==> images/m1.png <==
The bar under the picture is 20 um long.
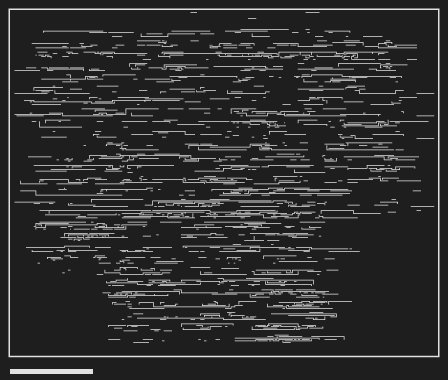
==> images/route_heat.png <==
The bar under the picture is 20 um long. The die is cut into 21 by 17 equal tiles; black is low, pale yellow is high, scaled to the fullest tile. Values are wire area over tile area, all layers added.
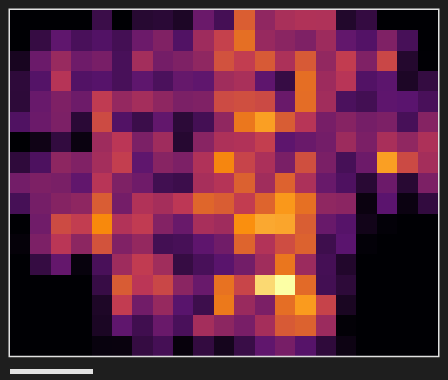
==> images/m2.png <==
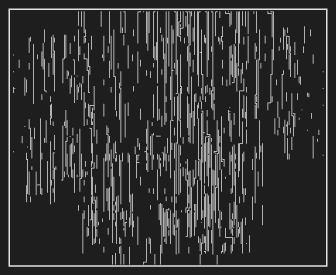
==> images/util_map.png <==
The bar under the picture is 20 um long. The die is cut into 10 by 8 equal tiles; black is low, pale yellow is high, 0 to 100% covered.
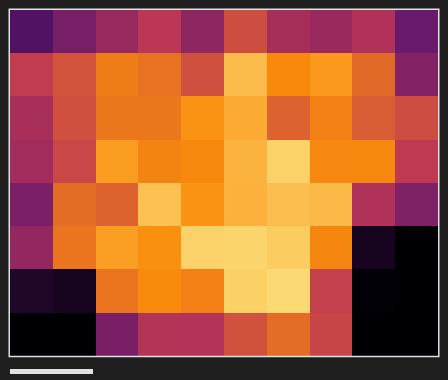
==> images/congestion_map.png <==
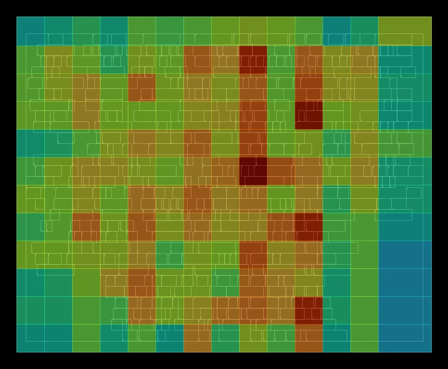
## config.mk

```make
export PLATFORM = sky130hd
export DESIGN_NAME = vga_fb_scanout
export DESIGN_NICKNAME = d
export VERILOG_FILES = /design/src/rtl/vga_fb_scanout.sv
export SDC_FILE = /design/constraint.sdc
export NUM_CORES = 1
export LEC_CHECK = 0
export ABC_CLOCK_PERIOD_IN_PS = 3300
export CAP_MARGIN = 20
export CORE_ASPECT_RATIO = 0.8
export CORE_MARGIN = 2
export CORE_UTILIZATION = 40
export CTS_CLUSTER_DIAMETER = 200
export DETAILED_ROUTE_END_ITERATION = 7
export PLACE_DENSITY = 0.67
export SLEW_MARGIN = 20
export SYNTH_ARGS = -nofsm -noshare
export SYNTH_HDL_FRONTEND = slang
export SYNTH_SLANG_ARGS = --single-unit
```

## constraint.sdc

```tcl
create_clock -name clk -period 3.3 [get_ports clk]
set_clock_uncertainty 0.15 [all_clocks]
set_input_delay 0.66 -clock clk [delete_from_list [all_inputs] [get_ports clk]]
set_output_delay 0.66 -clock clk [all_outputs]
set_load 0.02 [all_outputs]
```

## src/rtl/vga_fb_scanout.sv

```systemverilog
// VGA scan-out: 640x480 timing counters, framebuffer index fetch, palette RGB capture
// and delay-matched sync/blank, all advancing on pix_en ticks.
module vga_fb_scanout #(
  parameter int H_ACTIVE   = 640,
  parameter int H_FP       = 16,
  parameter int H_SYNC     = 96,
  parameter int H_BP       = 48,
  parameter int V_ACTIVE   = 480,
  parameter int V_FP       = 10,
  parameter int V_SYNC     = 2,
  parameter int V_BP       = 33,
  parameter int SCALE_LOG2 = 2,
  parameter int ADDR_W     = 15
) (
  input  logic              clk,
  input  logic              rst_n,
  input  logic              pix_en,
  output logic [ADDR_W-1:0] fb_addr,
  output logic              fb_rd,
  input  logic [3:0]        fb_data,
  output logic [3:0]        color_idx,
  input  logic [23:0]       rgb_in,
  output logic [7:0]        vga_r,
  output logic [7:0]        vga_g,
  output logic [7:0]        vga_b,
  output logic              vga_hs,
  output logic              vga_vs,
  output logic              vga_blank_n,
  output logic              frame_start
);

  localparam int H_TOTAL = H_ACTIVE + H_FP + H_SYNC + H_BP;
  localparam int V_TOTAL = V_ACTIVE + V_FP + V_SYNC + V_BP;
  localparam int H_W     = $clog2(H_TOTAL);
  localparam int V_W     = $clog2(V_TOTAL);

  localparam logic [H_W-1:0] H_LAST   = H_W'(H_TOTAL - 1);
  localparam logic [H_W-1:0] H_VIS    = H_W'(H_ACTIVE);
  localparam logic [H_W-1:0] HS_FIRST = H_W'(H_ACTIVE + H_FP);
  localparam logic [H_W-1:0] HS_LAST  = H_W'(H_ACTIVE + H_FP + H_SYNC - 1);
  localparam logic [V_W-1:0] V_LAST   = V_W'(V_TOTAL - 1);
  localparam logic [V_W-1:0] V_VIS    = V_W'(V_ACTIVE);
  localparam logic [V_W-1:0] VS_FIRST = V_W'(V_ACTIVE + V_FP);
  localparam logic [V_W-1:0] VS_LAST  = V_W'(V_ACTIVE + V_FP + V_SYNC - 1);
  localparam logic [ADDR_W-1:0] CELLS_PER_ROW = ADDR_W'(H_ACTIVE >> SCALE_LOG2);

  logic [H_W-1:0] h_q, h_d;
  logic [V_W-1:0] v_q, v_d;
  logic           act_s1_q, act_s1_d, hs_s1_q, hs_s1_d, vs_s1_q, vs_s1_d;
  logic [3:0]     color_idx_q, color_idx_d;
  logic           act_s2_q, act_s2_d, hs_s2_q, hs_s2_d, vs_s2_q, vs_s2_d;
  logic [23:0]    rgb_q, rgb_d;
  logic           hs_s3_q, hs_s3_d, vs_s3_q, vs_s3_d, blank_n_q, blank_n_d;
  logic           frame_start_q, frame_start_d;

  logic h_end, v_end, active, hs_raw, vs_raw;

  always_comb begin
    h_end  = (h_q == H_LAST);
    v_end  = (v_q == V_LAST);
    active = (h_q < H_VIS) && (v_q < V_VIS);
    hs_raw = !((h_q >= HS_FIRST) && (h_q <= HS_LAST));
    vs_raw = !((v_q >= VS_FIRST) && (v_q <= VS_LAST));
  end

  // Address truncation to ADDR_W is intended; arithmetic is done at that width.
  always_comb begin
    fb_rd   = pix_en && active && rst_n;
    fb_addr = '0;
    if (active) begin
      fb_addr = ADDR_W'(v_q >> SCALE_LOG2) * CELLS_PER_ROW + ADDR_W'(h_q >> SCALE_LOG2);
    end
  end

  always_comb begin
    h_d           = h_q;
    v_d           = v_q;
    act_s1_d      = act_s1_q;
    hs_s1_d       = hs_s1_q;
    vs_s1_d       = vs_s1_q;
    color_idx_d   = color_idx_q;
    act_s2_d      = act_s2_q;
    hs_s2_d       = hs_s2_q;
    vs_s2_d       = vs_s2_q;
    rgb_d         = rgb_q;
    hs_s3_d       = hs_s3_q;
    vs_s3_d       = vs_s3_q;
    blank_n_d     = blank_n_q;
    frame_start_d = pix_en && h_end && v_end;
    if (pix_en) begin
      h_d = h_end ? '0 : h_q + H_W'(1);
      if (h_end) begin
        v_d = v_end ? '0 : v_q + V_W'(1);
      end
      act_s1_d    = active;
      hs_s1_d     = hs_raw;
      vs_s1_d     = vs_raw;
      // RAM data for the pixel registered in S1 is valid now.
      color_idx_d = act_s1_q ? fb_data : 4'h0;
      act_s2_d    = act_s1_q;
      hs_s2_d     = hs_s1_q;
      vs_s2_d     = vs_s1_q;
      rgb_d       = act_s2_q ? rgb_in : 24'h0;
      hs_s3_d     = hs_s2_q;
      vs_s3_d     = vs_s2_q;
      blank_n_d   = act_s2_q;
    end
  end

  always_ff @(posedge clk or negedge rst_n) begin
    if (!rst_n) begin
      h_q           <= '0;
      v_q           <= '0;
      act_s1_q      <= 1'b0;
      hs_s1_q       <= 1'b1;
      vs_s1_q       <= 1'b1;
      color_idx_q   <= 4'h0;
      act_s2_q      <= 1'b0;
      hs_s2_q       <= 1'b1;
      vs_s2_q       <= 1'b1;
      rgb_q         <= 24'h0;
      hs_s3_q       <= 1'b1;
      vs_s3_q       <= 1'b1;
      blank_n_q     <= 1'b0;
      frame_start_q <= 1'b0;
    end else begin
      h_q           <= h_d;
      v_q           <= v_d;
      act_s1_q      <= act_s1_d;
      hs_s1_q       <= hs_s1_d;
      vs_s1_q       <= vs_s1_d;
      color_idx_q   <= color_idx_d;
      act_s2_q      <= act_s2_d;
      hs_s2_q       <= hs_s2_d;
      vs_s2_q       <= vs_s2_d;
      rgb_q         <= rgb_d;
      hs_s3_q       <= hs_s3_d;
      vs_s3_q       <= vs_s3_d;
      blank_n_q     <= blank_n_d;
      frame_start_q <= frame_start_d;
    end
  end

  assign color_idx   = color_idx_q;
  assign vga_r       = rgb_q[23:16];
  assign vga_g       = rgb_q[15:8];
  assign vga_b       = rgb_q[7:0];
  assign vga_hs      = hs_s3_q;
  assign vga_vs      = vs_s3_q;
  assign vga_blank_n = blank_n_q;
  assign frame_start = frame_start_q;

endmodule
```

==> metrics.cfg <==
[grt]
use_met2=0.2864
busiest_layer=met2
grt_antenna_before_repair=1

[logic_synthesis]
ys_types=45
synthesis.nets=376
common_cells=dfrtp_1 (52), inv_1 (39), o21ai_0 (36)
synth_top_cell_by_area=dfrtp_1
synth-async-reset-ratio=1.000
synth_warnings=0
synthSimpleGateAreaFrac=0.1849
synth_seq_share=0.4666
yosys_area_mm2=0.003127
edf_count=0
yosys-mux-area-fraction=0.02521
yosys.cell_count.top_type=dfrtp_1

[cts]
cts-root-buf=clkbuf_8
cts_resized=52
cts_buffer_depth=2
clk_latency_ns=0.33
numCtsBuffers=9
clk_pin_slew_ns=0.06
cts_num_sinks=58

[timing]
maxSlewViolCount=0
setup_viol=4
whs_ns=0.3415
worst_slack_ns=-0.2719
fin_crit_sh=1.082
rsz0062_at_grt=true
fin_crit_ns=3.572

[power_and_ir_drop]
power.switching_uw=536.4
max-vdd-ir-drop_mv=0.4841
seq_power_uw=847
seqPwrFrac=0.422
p_per_area_mw_per_mm2=413.0
power_frac_comb=0.204
swShare=0.2673
pwr-share-clk=0.374

[final_layout]
final.clkbuf_count=13
final_common_cell=clkdlybuf4s50_1
clkCellAreaFrac=0.04712
sh_seq_area=0.3007
synthToLayoutAreaGrowth_pct=55.42
drive_above_1_share=0.2701
comb_share=0.3664
utilization=0.6482
buf_share=0.2286
diodes=0
stdcell_count=553
postLayoutCellArea_mm2=0.004860

[die]
initCoreUtil=0.4171
die_area_mm2=0.008545
rows=28

[outcome]
status=finished with violations
failed_checks=negative setup slack

[hold_path]
hold_depth=2
hold_class=reg -> reg

[route]
dr_wl_met3_um=340
wl_met1_um=3744
antenna_left=0
avgViaCountPerCell=4.886

[placed_design]
port_buffers=78
place.gp.congestion=0.8412
placed_cells=526
dp_slack_ns=-0.5660

[setup_path]
crit_buf_inv=2
crit_start=v_q[5]
arrival_ns=2.76
path_cells=ha_4 > ha_4 > inv_2 > fa_2 > nand2b_4 > o2bb2ai_4 > xor2_2 > o311a_1 > nor3_2 > buf_4
cp_top_family=adder cells
crit_required_ns=2.49
r2r_end=v_q[6]
path_class=reg -> out
max_stage_delay_ns=0.44
reg2reg_slack_ns=1.01

[job]
tool_warnings=31

-- m1.png (at the start) --
The layer carries 3,740 um of wire. The longest straight run is 28.5 um. 452 nets have wire on it. The layer holds 48% of the routed length.

-- route_heat.png (at the start) --
17% of the tiles are nearly empty. The fullest tile reaches 0.48. The densest ninth of the die: center. 18% of the tiles are over half the peak. The mean over all tiles is 0.14.
total track usage: 0.1900
via count: 2,702
DR WL/cell: 14.19 um

-- m2.png (at the start) --
The longest straight run is 30.9 um. 418 nets have wire on it. The wires run mostly vertical. The layer carries 3,620 um of wire.

-- util_map.png (at the start) --
8.7% of the tiles are nearly empty. The densest ninth of the die: center. The mean over all tiles is 55%. 24% of the tiles are over 75% full. The fullest tile reaches 92%. The emptiest ninth of the die: lower right.

-- congestion_map.png (at the start) --
M3 GR Usage: 0.05051
met1 GRT Util: 0.2657

No activity file was given, so power comes from the tool's default toggle rates.
